`src/rtl/bit_scan_sequencer_if.sv`:
```
// Handshake bundle for bit_scan_sequencer: mask offer on one side, index beats on the other.
interface bit_scan_sequencer_if;
   logic        inMaskValid;
   logic        inMaskReady;
   logic [31:0] inMask;
   logic        inDirection;
   logic        outValid;
   logic        outReady;
   logic [4:0]  outIndex;
   logic [5:0]  outSeq;
   logic        outLast;
   logic        outEmpty;

   modport master (
      output inMaskValid, inMask, inDirection, outReady,
      input  inMaskReady, outValid, outIndex, outSeq, outLast, outEmpty
   );

   modport slave (
      input  inMaskValid, inMask, inDirection, outReady,
      output inMaskReady, outValid, outIndex, outSeq, outLast, outEmpty
   );
endinterface

```
`src/rtl/bit_scan_sequencer.sv`:
```
// Enumerates the set bits of a 32-bit mask one per beat, lowest-first or highest-first.
// bitFinder is the shared find-first/find-last/popcount primitive used for the search.
module bitFinder (
   input  logic [1:0]  control,
   input  logic        flag,
   input  logic [31:0] operantA,
   input  logic [31:0] operantB,
   output logic [5:0]  result
);
   logic [31:0] effective;

   // Results are 1-based positions; 0 means no bit was found.
   always_comb begin
      effective = flag ? (operantA & operantB) : (operantA | operantB);
      result    = 6'd0;
      case (control)
         2'b01:   for (int i = 31; i >= 0; i--) if (effective[i]) result = 6'(i + 1);
         2'b11:   for (int i = 0; i < 32; i++)  if (effective[i]) result = 6'(i + 1);
         default: for (int i = 0; i < 32; i++)  result = result + {5'd0, effective[i]};
      endcase
   end
endmodule

module bit_scan_sequencer (
   input logic                 clock,
   input logic                 reset,
   input logic                 abort,
   bit_scan_sequencer_if.slave bus
);
   typedef enum logic {IDLE = 1'b0, SCAN = 1'b1} stateType;

   stateType    stateReg;
   logic [31:0] remainingReg;
   logic        directionReg;
   logic [5:0]  seqReg;
   logic [5:0]  findResult;
   logic [31:0] clearMask;
   logic        beatEmpty;
   logic        beatLast;
   logic        accept;
   logic        beatTaken;

   bitFinder finder (
      .control  ({directionReg, 1'b1}),
      .flag     (1'b0),
      .operantA (remainingReg),
      .operantB (32'd0),
      .result   (findResult)
   );

   assign beatEmpty = (findResult == 6'd0);
   assign beatLast  = ((remainingReg & (remainingReg - 32'd1)) == 32'd0);

   assign bus.outIndex    = beatEmpty ? 5'd0 : (findResult[4:0] - 5'd1);
   assign bus.outSeq      = seqReg;
   assign bus.outLast     = beatLast;
   assign bus.outEmpty    = beatEmpty;
   assign bus.inMaskReady = (stateReg == IDLE) & ~abort & ~reset;
   assign bus.outValid    = (stateReg == SCAN) & ~reset;

   assign accept    = bus.inMaskValid & bus.inMaskReady;
   assign beatTaken = bus.outValid & bus.outReady;

   genvar gi;
   generate
      for (gi = 0; gi < 32; gi++) begin : g_clear
         assign clearMask[gi] = (findResult == 6'(gi + 1));
      end
   endgenerate

   always_ff @(posedge clock) begin
      if (reset) begin
         stateReg     <= IDLE;
         remainingReg <= 32'd0;
         seqReg       <= 6'd0;
         directionReg <= 1'b0;
      end else if (abort) begin
         stateReg     <= IDLE;
         remainingReg <= 32'd0;
         seqReg       <= 6'd0;
      end else begin
         case (stateReg)
            IDLE: begin
               if (accept) begin
                  remainingReg <= bus.inMask;
                  directionReg <= bus.inDirection;
                  seqReg       <= 6'd0;
                  stateReg     <= SCAN;
               end
            end
            SCAN: begin
               if (beatTaken) begin
                  remainingReg <= remainingReg & ~clearMask;
                  // The final beat leaves the ordinal in place so it never exceeds 31.
                  if (beatLast) stateReg <= IDLE;
                  else          seqReg   <= seqReg + 6'd1;
               end
            end
         endcase
      end
   end
endmodule
```
`src/flat_wrapper.sv`:
```
// flat-port wrapper written by rule: the top's interface ports become plain ports
module bit_scan_sequencer_flat 
  (clock, reset, abort, bus_inMaskValid, bus_inMask, bus_inDirection, bus_outReady, bus_inMaskReady, bus_outValid, bus_outIndex, bus_outSeq, bus_outLast, bus_outEmpty);
  bit_scan_sequencer_if bus_i ();
  input logic clock;
  input logic reset;
  input logic abort;
  input wire logic [$bits(bus_i.inMaskValid)-1:0] bus_inMaskValid;
  input wire logic [$bits(bus_i.inMask)-1:0] bus_inMask;
  input wire logic [$bits(bus_i.inDirection)-1:0] bus_inDirection;
  input wire logic [$bits(bus_i.outReady)-1:0] bus_outReady;
  output wire logic [$bits(bus_i.inMaskReady)-1:0] bus_inMaskReady;
  output wire logic [$bits(bus_i.outValid)-1:0] bus_outValid;
  output wire logic [$bits(bus_i.outIndex)-1:0] bus_outIndex;
  output wire logic [$bits(bus_i.outSeq)-1:0] bus_outSeq;
  output wire logic [$bits(bus_i.outLast)-1:0] bus_outLast;
  output wire logic [$bits(bus_i.outEmpty)-1:0] bus_outEmpty;
  assign bus_i.inMaskValid = bus_inMaskValid;
  assign bus_i.inMask = bus_inMask;
  assign bus_i.inDirection = bus_inDirection;
  assign bus_i.outReady = bus_outReady;
  assign bus_inMaskReady = bus_i.inMaskReady;
  assign bus_outValid = bus_i.outValid;
  assign bus_outIndex = bus_i.outIndex;
  assign bus_outSeq = bus_i.outSeq;
  assign bus_outLast = bus_i.outLast;
  assign bus_outEmpty = bus_i.outEmpty;
  bit_scan_sequencer u_core (.clock(clock), .reset(reset), .abort(abort), .bus(bus_i));
endmodule
```
`config.mk`:
```
export PLATFORM = sky130hd
export DESIGN_NAME = bit_scan_sequencer_flat
export DESIGN_NICKNAME = d
export VERILOG_FILES = /design/src/rtl/bit_scan_sequencer_if.sv /design/src/rtl/bit_scan_sequencer.sv /design/src/flat_wrapper.sv
export SDC_FILE = /design/constraint.sdc
export NUM_CORES = 1
export LEC_CHECK = 0
export CORE_ASPECT_RATIO = 0.75
export CORE_MARGIN = 2
export CORE_UTILIZATION = 35
export DETAILED_ROUTE_END_ITERATION = 8
export GPL_TIMING_DRIVEN = 0
export REMOVE_ABC_BUFFERS = 1
export SYNTH_ARGS = -nofsm -noshare
export SYNTH_HDL_FRONTEND = slang
export SYNTH_HIERARCHICAL = 1
export SYNTH_SLANG_ARGS = --single-unit
export TNS_END_PERCENT = 1
```
`constraint.sdc`:
```
create_clock -name clock -period 8.06 [get_ports clock]
set_clock_uncertainty 0.2 [all_clocks]
set_input_delay 1.612 -clock clock [delete_from_list [all_inputs] [get_ports clock]]
set_output_delay 1.612 -clock clock [all_outputs]
set_load 0.02 [all_outputs]
```
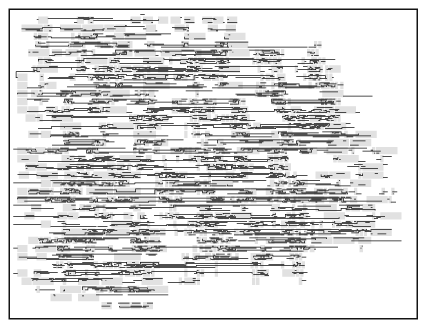
**Above:** run 1 (signal wires on met1).
Drawn at 3 px/µm. Cells faint in the background.
nets with wire on the layer: 770
share of all routed wire: 52%
longest straight run: 45.3 µm
number of vias in the routed layout: 4,968
total routed wirelength: 14,400 µm
met1 capacity usage during global routing: 32.5%

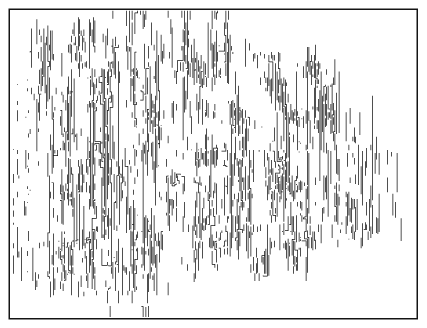
**Above:** run 1 (M2 wires).
Drawn at 3 px/µm.
longest straight run: 41.1 µm
main direction: vertical
M2 GR Usage: 29.9%

==> flow_summary.rst, run 1 <==
Metrics
=======

.. list-table::
   :header-rows: 1

   * - Metric
     - Value
   * - Antenna diode count
     - 0
   * - Worst setup path end
     - bus_outEmpty
   * - Max-capacitance violation count
     - 0
   * - Clock latency on the worst-skew pair
     - 0.29 ns
   * - Count of H-tree levels built during CTS
     - 2
   * - Global-route total usage across every layer
     - 20.7%
   * - Deepest clock path buffer count
     - 2
   * - Final Max Tran Viols
     - 0
   * - Top-area cell share
     - 17.6%
   * - Die outline height
     - 103 µm
   * - Vias in the first global route
     - 4,428
   * - Fraction of the mapped netlist area in adder cells
     - 15.3%
   * - Slack of the worst reg-to-reg path
     - 3.63 ns
   * - Count of distinct cell types in the synthesized netlist
     - 70
   * - Critical-path maximum fanout
     - 8
   * - Post-synthesis register bit count
     - 40
   * - Wire per inst
     - 15.6 µm
   * - Crit path max-delay cell type
     - clkdlybuf4s50_1
   * - Starting density of the core
     - 35.4%
   * - Clock sink count
     - 40
   * - Multi-input combinational area share
     - 68.1%
   * - Number of hold violations in the final report
     - 0
   * - Register share after synthesis
     - 17.6%
   * - Synth cell count leaders
     - nand2_1 (94), nor2_1 (90), o21ai_0 (69)
   * - Async S/R FF share, synth
     - 0%
   * - Clock buffers created by TritonCTS
     - 5
   * - Share of cell area taken by muxes after synthesis
     - 1.32%
   * - Top reg by flops
     - u_core/remainingReg
   * - Placeable Area
     - 0.0128 mm²
   * - Post-cts gate resize count
     - 0
   * - Critical path capture point type
     - output pin
   * - Clock-pin slew on the worst setup and hold paths
     - 0.06 ns
   * - Number of vias per cell
     - 5.37
   * - Top logic family
     - AND-OR/OR-AND gates
   * - Setup fix buffers added after clock tree synthesis
     - 0
   * - Post-synth top area cell
     - dfxtp_1
   * - Multi-input combinational cell count
     - 624
   * - Dominant logic cell type in the layout
     - nand2_1
   * - Clk tree area frac
     - 2.51%
   * - Count of inserted tapcells
     - 171
   * - Die Footprint
     - 0.0139 mm²
   * - Sum of internal, switching and leakage power
     - 1.60 mW
   * - Total power density per cell area
     - 284 mW/mm²
   * - Final Util
     - 43.8%
   * - Post-detailed-placement half-perimeter wirelength
     - 11,400 µm
   * - Final nets
     - 830
   * - Xor/xnor share
     - 0.772%
   * - First-pass detailed-route iteration total
     - 5
   * - Dominant flop cell
     - dfxtp_1
   * - Delay of the slowest critical-path stage
     - 0.66 ns
   * - Overall overflow remaining after global route
     - 0
   * - FILL cells
     - 1,330
   * - Reg-to-reg startpoint
     - u_core/remainingReg[1]
   * - # IOs
     - 53
   * - Remaining antenna violation count
     - 0
   * - Depth of the most critical reg-to-reg path
     - 17
   * - Destination of the worst hold path
     - u_core/bus.outSeq[5]
   * - Number of setup violations in the final report
     - 0
   * - Max-area cell class
     - logic gates
   * - Cell class contributing the biggest share of worst-path delay
     - AND-OR/OR-AND gates
   * - Largest cells by area after synthesis
     - dfxtp_1 (18%), fa_1 (11%), nand2_1 (7.8%)
   * - Result of the run
     - finished clean
   * - Yosys stat area
     - 0.00454 mm²
   * - Hold_buf cts
     - 0
   * - Number of port buffers
     - 52
   * - YS warnings
     - 6
   * - Ratio of cells with drive above 1 in the final layout
     - 3.97%
   * - Inverter count
     - 31
   * - Number of buffers and inverters on the critical path
     - 2
   * - Number of sequential storage elements
     - 40
   * - Element type at the critical path start
     - flip-flop
   * - Number of logged tool warnings
     - 30
   * - Min-Delay Startpoint
     - u_core/bus.outSeq[5]
   * - Static Leakage
     - 2.26 nW
   * - TritonCTS clock tree
     - built
   * - Yosys cell count
     - 635
   * - Setup repair after global routing missed its margin
     - false
   * - Number of antenna violations at the first check in global routing
     - 0
   * - AO/OA Area Share
     - 32.8%
   * - TNS Setup
     - 0 ns
   * - WS Path Type
     - reg -> out
   * - Transition at the pin with the smallest max-transition slack
     - 1.08 ns
   * - Worst-path cell chain
     - nor2_1 > o21a_1 > ha_1 > a21oi_1 > o21ai_0 > a211o_1 > a211oi_2 > nor4_2 > o41ai_2 > o221ai_1 > inv_1 > ha_1 > nand2_1 > nor2_1 > clkdlybuf4s50_1
   * - Most repeated cell in the gate-level netlist after synthesis
     - nand2_1
   * - EDFF count, synth
     - 0
   * - Root Driver
     - clkbuf_16
   * - Maximum vdd drop
     - 0.790 mV
   * - Basic-gate share of the synthesized area counting and, or, nand and nor cells
     - 26.8%
   * - Pin count of the biggest net entering global routing
     - 47
   * - Largest register FFs
     - 32
   * - Logic cell area
     - 0.00383 mm²
   * - Arrival time at the worst endpoint
     - 4.57 ns
   * - Worst slew margin relative to its limit
     - 27.8%
   * - Final cycle utilization of the critical path
     - 79.2%
   * - Final weighted congestion in routability-driven placement
     - 0.881
   * - Min Clock Period, post-route
     - 6.38 ns
   * - Most common logic cells in the final layout
     - nand2_1 (94), nor2_1 (90), conb_1 (89)
   * - Mean instance size in the synthesized netlist
     - 7.15 µm²
   * - Timing startpoint of the critical path
     - u_core/remainingReg[1]
   * - Layout area overhead
     - 23.9%
   * - Share of cell area taken by flip-flops and latches
     - 14.2%
   * - Worst Path Required
     - 6.25 ns
   * - Die width
     - 136 µm
   * - Reg2reg end
     - u_core/remainingReg[31]
   * - Non-clock buffer area fraction after layout
     - 9.25%
   * - Number of clock-tree buffers in the layout
     - 7
   * - Global-route wire length before repair
     - 22,700 µm
   * - Min-Delay Path Class
     - reg -> reg
   * - Number of gates on the worst path with buffers counted
     - 15
   * - Maximum operating frequency
     - 157 MHz
   * - Detailed-route DRC error count
     - 0
   * - Site row count
     - 36
   * - Flop area
     - 801 µm²
   * - Synthesized cell area
     - 0.00454 mm²
   * - Count of routing violations after the opening detailed-route iteration
     - 388
   * - Number of standard cells after synthesis
     - 635
   * - Layout buffer count excluding clock buffers
     - 52
   * - Cell count of the worst hold path
     - 2
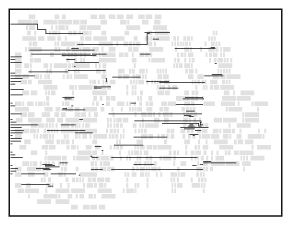
**Above:** run 1 (the metal 3 layer).
Drawn at 2 px/µm. Cells faint in the background.
nets with wire on the layer: 91
longest straight run: 46.5 µm
share of all routed wire: 6.6%
main direction: horizontal
wire length on this layer: 946 µm
GRT met3 Usage: 2.06%

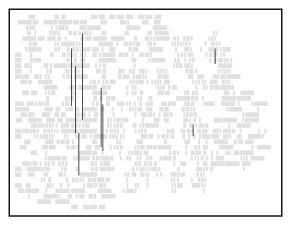
**Above:** run 1 (signal wires on met4).
Drawn at 2 px/µm. Cells faint in the background.
wire length on this layer: 191 µm
nets with wire on the layer: 7
share of all routed wire: 1.3%
main direction: vertical

run 1: power breakdown:
| group | internal (mW) | switching [mW] |
|---|---|---|
| combinational | 0.462 | 0.732 |
| clock | 0.116 | 0.0816 |
| sequential | 0.200 | 0.00673 |
| total | 0.777 | 0.820 |
run 1: stage by stage:
step / setup WS, ns / area (µm²) / hold slack, ns / cells
after floorplan: 3.08 / 4750 / 0.299 / 695
after global placement: 2.10 / 5480 / 0.258 / 918
after detailed placement: 2.09 / 5480 / 0.268 / 918
after CTS: 1.76 / 5630 / 0.279 / 926
after global routing: 1.43 / 5630 / 0.294 / 926
final: 1.68 / 5630 / 0.277 / 926
run 1: per-layer routing:
metal / GRT usage [%] / wire (µm)
met3: 2.06 / 946
met2: 29.9 / 5860
met1: 32.5 / 7450
met4: 5.53 / 191
met5: 0 / 0
==> run 1 -> run 2 <==
Clock period 8.06 ns to 6.5 ns, I/O delays scaled along.
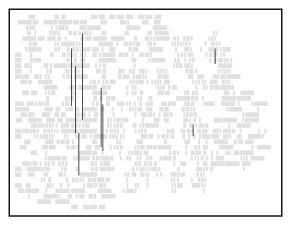
**Above:** run 2 (signal wires on met4).
Drawn at 2 px/µm. Cells faint in the background.
longest straight run: 42.8 µm
wire length on this layer: 191 µm

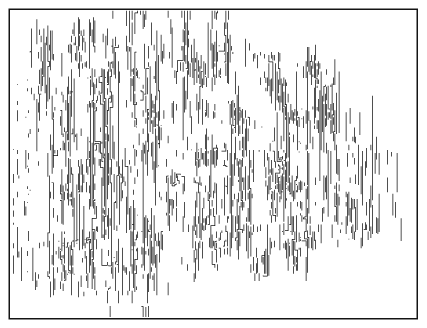
**Above:** run 2 (M2 wires).
Drawn at 3 px/µm.
nets with wire on the layer: 658
longest straight run: 41.1 µm

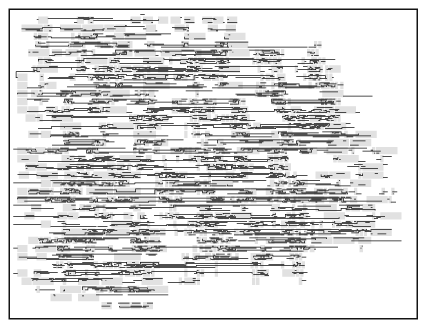
**Above:** run 2 (signal wires on met1).
Drawn at 3 px/µm. Cells faint in the background.
wire length on this layer: 7,450 µm
main direction: horizontal
nets with wire on the layer: 770
longest straight run: 45.3 µm
share of all routed wire: 52%

==> run 2 against run 1 <==
Compared with the run above:
- first-iteration DRC count unchanged
- critical path type unchanged
- wire length unchanged
- critical endpoint unchanged
- worst hold slack unchanged
- power up 24%
- global-route usage unchanged
- combinational power up 24%
- via count unchanged
- highest routed layer unchanged
- die size unchanged
- count of clock-buffer cells in the layout unchanged
- flip-flop count unchanged
- sequential power up 24%
- largest cell class unchanged
==> flow_summary.rst, run 2 <==
Metrics
=======

.. list-table::
   :header-rows: 1

   * - Metric
     - Value
   * - First-pass detailed-route iteration total
     - 5
   * - Most repeated cell in the gate-level netlist after synthesis
     - nand2_1
   * - Largest cells by area after synthesis
     - dfxtp_1 (18%), fa_1 (11%), nand2_1 (7.8%)
   * - Dominant flop cell
     - dfxtp_1
   * - Final Hold Slack
     - 0.277 ns
   * - Finished Layout Cells
     - 926
   * - Combinational Power
     - 1.48 mW
   * - Count of H-tree levels built during CTS
     - 2
   * - # IOs
     - 53
   * - Non-Filler Cell Area, Final
     - 0.00563 mm²
   * - Layout area overhead
     - 23.9%
   * - Global-route total usage across every layer
     - 20.7%
   * - Clock-pin slew on the worst setup and hold paths
     - 0.06 ns
   * - P_int
     - 0.964 mW
   * - Detailed-route DRC error count
     - 0
   * - Placed instance count
     - 918
   * - Total routed wirelength
     - 14,400 µm
   * - Switch share
     - 51.3%
   * - Clock power share
     - 12.3%
   * - Number of gates on the worst path with buffers counted
     - 15
   * - Min-Delay Path Class
     - reg -> reg
   * - Top-area cell share
     - 17.6%
   * - Wire per inst
     - 15.6 µm
   * - Number of vias in the routed layout
     - 4,968
   * - Result of the run
     - finished clean
   * - Remaining antenna violation count
     - 0
   * - TritonCTS clock tree
     - built
   * - Antenna diode count
     - 0
   * - WS Path Type
     - reg -> out
   * - Sum of internal, switching and leakage power
     - 1.98 mW
   * - Power consumed by sequential cells
     - 0.257 mW
   * - Max-capacitance violation count
     - 0
   * - Setup fix buffers added after clock tree synthesis
     - 0
   * - Number of buffers and inverters on the critical path
     - 2
   * - EDFF count, synth
     - 0
   * - Post-synth top area cell
     - dfxtp_1
   * - Post-detailed-placement half-perimeter wirelength
     - 11,400 µm
   * - Clock latency on the worst-skew pair
     - 0.29 ns
   * - Synth cell count leaders
     - nand2_1 (94), nor2_1 (90), o21ai_0 (69)
   * - Clock group power
     - 0.244 mW
   * - Reg2reg end
     - u_core/remainingReg[31]
   * - Worst setup path end
     - bus_outEmpty
   * - Die outline height
     - 103 µm
   * - Top reg by flops
     - u_core/remainingReg
   * - Die Footprint
     - 0.0139 mm²
   * - Starting density of the core
     - 35.4%
   * - Timing startpoint of the critical path
     - u_core/remainingReg[1]
   * - Most used routing layer in global routing
     - met1
   * - Yosys stat area
     - 0.00454 mm²
   * - Final nets
     - 830
   * - Cell count of the worst hold path
     - 2
   * - Static Leakage
     - 2.26 nW
   * - Net Switching
     - 1.02 mW
   * - Number of vias per cell
     - 5.37
   * - Hold_buf cts
     - 0
   * - Number of antenna violations at the first check in global routing
     - 0
   * - Dominant logic cell type in the layout
     - nand2_1
   * - Most common logic cells in the final layout
     - nand2_1 (94), nor2_1 (90), conb_1 (89)
   * - Final weighted congestion in routability-driven placement
     - 0.881
   * - Met1 capacity usage during global routing
     - 32.5%
   * - Number of standard cells after synthesis
     - 635
   * - Post-cts gate resize count
     - 0
   * - Register share after synthesis
     - 17.6%
   * - Synthesized cell area
     - 0.00454 mm²
   * - Number of setup violations in the final report
     - 0
   * - Final cycle utilization of the critical path
     - 93.4%
   * - Total power density per cell area
     - 352 mW/mm²
   * - Setup slack after placement
     - 0.847 ns
   * - Proportion of power drawn by combinational gates
     - 74.7%
   * - Async S/R FF share, synth
     - 0%
   * - Count of distinct cell types in the synthesized netlist
     - 70
   * - Clock buffers created by TritonCTS
     - 5
   * - Largest register FFs
     - 32
   * - Critical-path maximum fanout
     - 8
   * - Arrival time at the worst endpoint
     - 4.57 ns
   * - Site row count
     - 36
   * - Deepest clock path buffer count
     - 2
   * - Count of routing violations after the opening detailed-route iteration
     - 388
   * - Maximum vdd drop
     - 0.979 mV
   * - Post-synthesis register bit count
     - 40
   * - Delay of the slowest critical-path stage
     - 0.66 ns
   * - Maximum operating frequency
     - 165 MHz
   * - Clock sink count
     - 40
   * - Transition at the pin with the smallest max-transition slack
     - 1.08 ns
   * - Final Util
     - 43.8%
   * - Reg-to-reg startpoint
     - u_core/remainingReg[1]
   * - Crit path max-delay cell type
     - clkdlybuf4s50_1
   * - Number of hold violations in the final report
     - 0
   * - Min Clock Period, post-route
     - 6.07 ns
   * - Overall overflow remaining after global route
     - 0
   * - Worst slew margin relative to its limit
     - 27.8%
   * - Yosys cell count
     - 635
   * - YS warnings
     - 6
   * - Destination of the worst hold path
     - u_core/bus.outSeq[5]
   * - M2 GR Usage
     - 29.9%
   * - Global-route wire length before repair
     - 22,700 µm
   * - TNS Setup
     - 0 ns
   * - Number of port buffers
     - 52
   * - Element type at the critical path start
     - flip-flop
   * - Vias in the first global route
     - 4,428
   * - Ratio of cells with drive above 1 in the final layout
     - 3.97%
   * - Min-Delay Startpoint
     - u_core/bus.outSeq[5]
   * - Final Max Tran Viols
     - 0
   * - Die width
     - 136 µm
   * - Total cell area at the placement stage
     - 0.00548 mm²
   * - Worst-path cell chain
     - nor2_1 > o21a_1 > ha_1 > a21oi_1 > o21ai_0 > a211o_1 > a211oi_2 > nor4_2 > o41ai_2 > o221ai_1 > inv_1 > ha_1 > nand2_1 > nor2_1 > clkdlybuf4s50_1
   * - GRT met3 Usage
     - 2.06%
   * - Top contributor to total power
     - combinational logic
   * - Pin count of the biggest net entering global routing
     - 47
   * - Mean instance size in the synthesized netlist
     - 7.15 µm²
   * - Critical path capture point type
     - output pin
   * - Final WS setup
     - 0.431 ns
   * - Number of logged tool warnings
     - 30
   * - Depth of the most critical reg-to-reg path
     - 17
   * - Setup repair after global routing missed its margin
     - false
   * - Cell class contributing the biggest share of worst-path delay
     - AND-OR/OR-AND gates
   * - Worst Path Required
     - 5.00 ns
   * - Flop pwr share
     - 13.0%
   * - Slack of the worst reg-to-reg path
     - 2.07 ns
   * - Root Driver
     - clkbuf_16
   * - Placeable Area
     - 0.0128 mm²
run 2: cells by family (layout without fill, tap and decap cells):
logic type,after synthesis,count (layout),synth area share (%)
mux,6,6,1.32
flops,40,40,17.6
fa+ha+maj,42,42,15.3
simple gates,263,263,26.8
xor+xnor,4,4,0.772
buf+inv,58,91,5.15
other cells,2,89,0.165
compound gates,220,220,32.8
run 2: metal layers:
metal  routed length, µm  share of wire [%]
met4                 191                1.3
met5                   0                  0
met3                 946                6.5
met1                7450                 52
met2                5860                 41
run 2: final cells by class:
type | count | area, µm²
Multi-Input combinational cell | 624 | 3830
Inverter | 31 | 116
Timing Repair Buffer | 52 | 520
Tap cell | 171 | 214
Sequential cell | 40 | 801
Fill cell | 1330 | 7210
Clock buffer | 7 | 133
Clock inverter | 1 | 8.76
==> run 2 -> run 3 <==
Settings changed: CTS_CLUSTER_DIAMETER set to 150, TNS_END_PERCENT 1 to 10.
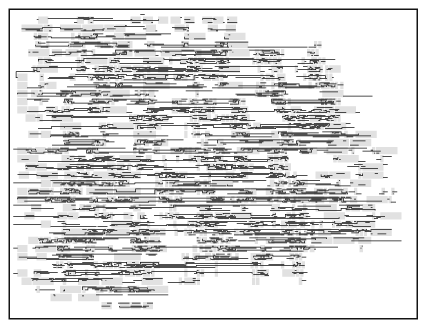
**Above:** run 3 (signal wires on met1).
Drawn at 3 px/µm. Cells faint in the background.
wire length on this layer: 7,450 µm
nets with wire on the layer: 770
share of all routed wire: 52%

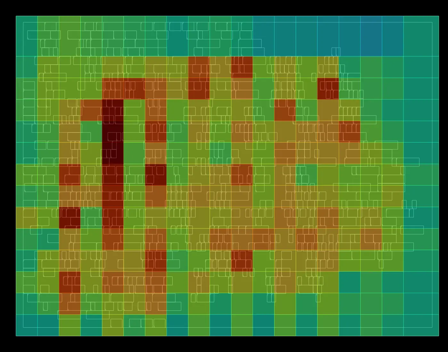
**Above:** run 3 (congestion heat map).
global-route total usage across every layer: 20.7%
wire per inst: 15.6 µm
most used routing layer in global routing: met1
Final Util: 43.8%

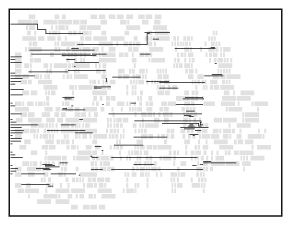
**Above:** run 3 (the metal 3 layer).
Drawn at 2 px/µm. Cells faint in the background.
longest straight run: 46.5 µm
share of all routed wire: 6.6%

==> run 3 against run 2 <==
Compared with the run above:
- global-route usage stayed put
- register-to-register slack hardly changed
- clock power barely moved
- power unchanged
- combinational power barely moved
- synthesized cell count stayed put
- critical path depth unchanged
- area after synthesis unchanged
- worst hold slack did not move
- cell area is the same
- largest power group unchanged
- highest routed layer unchanged
==> flow_summary.rst, run 3 <==
Metrics
=======

.. list-table::
   :header-rows: 1

   * - Metric
     - Value
   * - Die outline height
     - 103 µm
   * - P_int
     - 0.964 mW
   * - Flop pwr share
     - 13.0%
   * - Worst Path Required
     - 5.00 ns
   * - Number of setup violations in the final report
     - 0
   * - Slack of the worst reg-to-reg path
     - 2.07 ns
   * - GRT met3 Usage
     - 2.06%
   * - Top logic family
     - AND-OR/OR-AND gates
   * - Antenna diode count
     - 0
   * - Count of routing violations after the opening detailed-route iteration
     - 388
   * - Reg-to-reg startpoint
     - u_core/remainingReg[1]
   * - Min Clock Period, post-route
     - 6.07 ns
   * - Dominant flop cell
     - dfxtp_1
   * - Site row count
     - 36
   * - TNS Setup
     - 0 ns
   * - Worst slew margin relative to its limit
     - 27.8%
   * - Setup repair after global routing missed its margin
     - false
   * - Count of distinct cell types in the synthesized netlist
     - 70
   * - Total met2 wirelength after detailed routing
     - 5860 µm
   * - Number of gates on the worst path with buffers counted
     - 15
   * - Non-clock buffer area fraction after layout
     - 9.25%
   * - Max-area cell class
     - logic gates
   * - Element type at the critical path start
     - flip-flop
   * - Sum of internal, switching and leakage power
     - 1.98 mW
   * - Final weighted congestion in routability-driven placement
     - 0.881
   * - WS Path Type
     - reg -> out
   * - Clock power share
     - 12.3%
   * - Ratio of cells with drive above 1 in the final layout
     - 3.97%
   * - Multi-input combinational area share
     - 68.1%
   * - Maximum operating frequency
     - 165 MHz
   * - Share of cell area taken by flip-flops and latches
     - 14.2%
   * - Result of the run
     - finished clean
   * - EDFF count, synth
     - 0
   * - Register share after synthesis
     - 17.6%
   * - Number of standard cells after synthesis
     - 635
   * - Maximum vdd drop
     - 0.979 mV
   * - Arrival time at the worst endpoint
     - 4.57 ns
   * - Reg2reg end
     - u_core/remainingReg[31]
   * - Setup fix buffers added after clock tree synthesis
     - 0
   * - Met1 capacity usage during global routing
     - 32.5%
   * - Deepest clock path buffer count
     - 2
   * - Async S/R FF share, synth
     - 0%
   * - Largest register FFs
     - 32
   * - Number of antenna violations at the first check in global routing
     - 0
   * - Transition at the pin with the smallest max-transition slack
     - 1.08 ns
   * - Clock-pin slew on the worst setup and hold paths
     - 0.06 ns
   * - Layout area overhead
     - 23.9%
   * - Number of vias per cell
     - 5.37
   * - AO/OA Area Share
     - 32.8%
   * - Vias in the first global route
     - 4,428
   * - Top-area cell share
     - 17.6%
   * - Critical-path maximum fanout
     - 8
   * - Number of clock-tree buffers in the layout
     - 7
   * - Depth of the most critical reg-to-reg path
     - 17
   * - Count of inserted tapcells
     - 171
   * - Yosys cell count
     - 635
   * - Logic cell area
     - 0.00383 mm²
   * - Post-synthesis register bit count
     - 40
   * - Met1 layer wirelength in the final routing
     - 7450 µm
   * - Delay of the slowest critical-path stage
     - 0.66 ns
   * - Layout buffer count excluding clock buffers
     - 52
   * - Net Switching
     - 1.02 mW
   * - Hold_buf cts
     - 0
   * - Number of logged tool warnings
     - 30
   * - Number of hold violations in the final report
     - 0
   * - # IOs
     - 53
   * - Share of cell area taken by muxes after synthesis
     - 1.32%
   * - Final nets
     - 830
   * - Pin count of the biggest net entering global routing
     - 47
   * - Die width
     - 136 µm
==> run 3: cell counts in the layout (fill, tap and decap cells not counted) <==
No cell type changed its count.
==> run 3: power groups by stage <==
stage | registers, mW | clock network, mW | logic (mW)
detailed placement | 0.262 | 0 | 1.44
floorplan | 0.259 | 0 | 0.957
CTS | 0.256 | 0.249 | 1.46
global placement | 0.261 | 0 | 1.43
global route | 0.257 | 0.259 | 1.62
finish | 0.257 | 0.244 | 1.48
==> run 3: through the flow <==
step	cells	hold slack [ns]	setup slack (ns)	area, µm²
3_3_place_gp	918	0.258	0.849	5480
2_1_floorplan	695	0.299	1.83	4750
5_1_grt	926	0.294	0.180	5630
3_5_place_dp	918	0.268	0.847	5480
4_1_cts	926	0.279	0.513	5630
6_report	926	0.277	0.431	5630
Power and IR drop assume default switching activity.
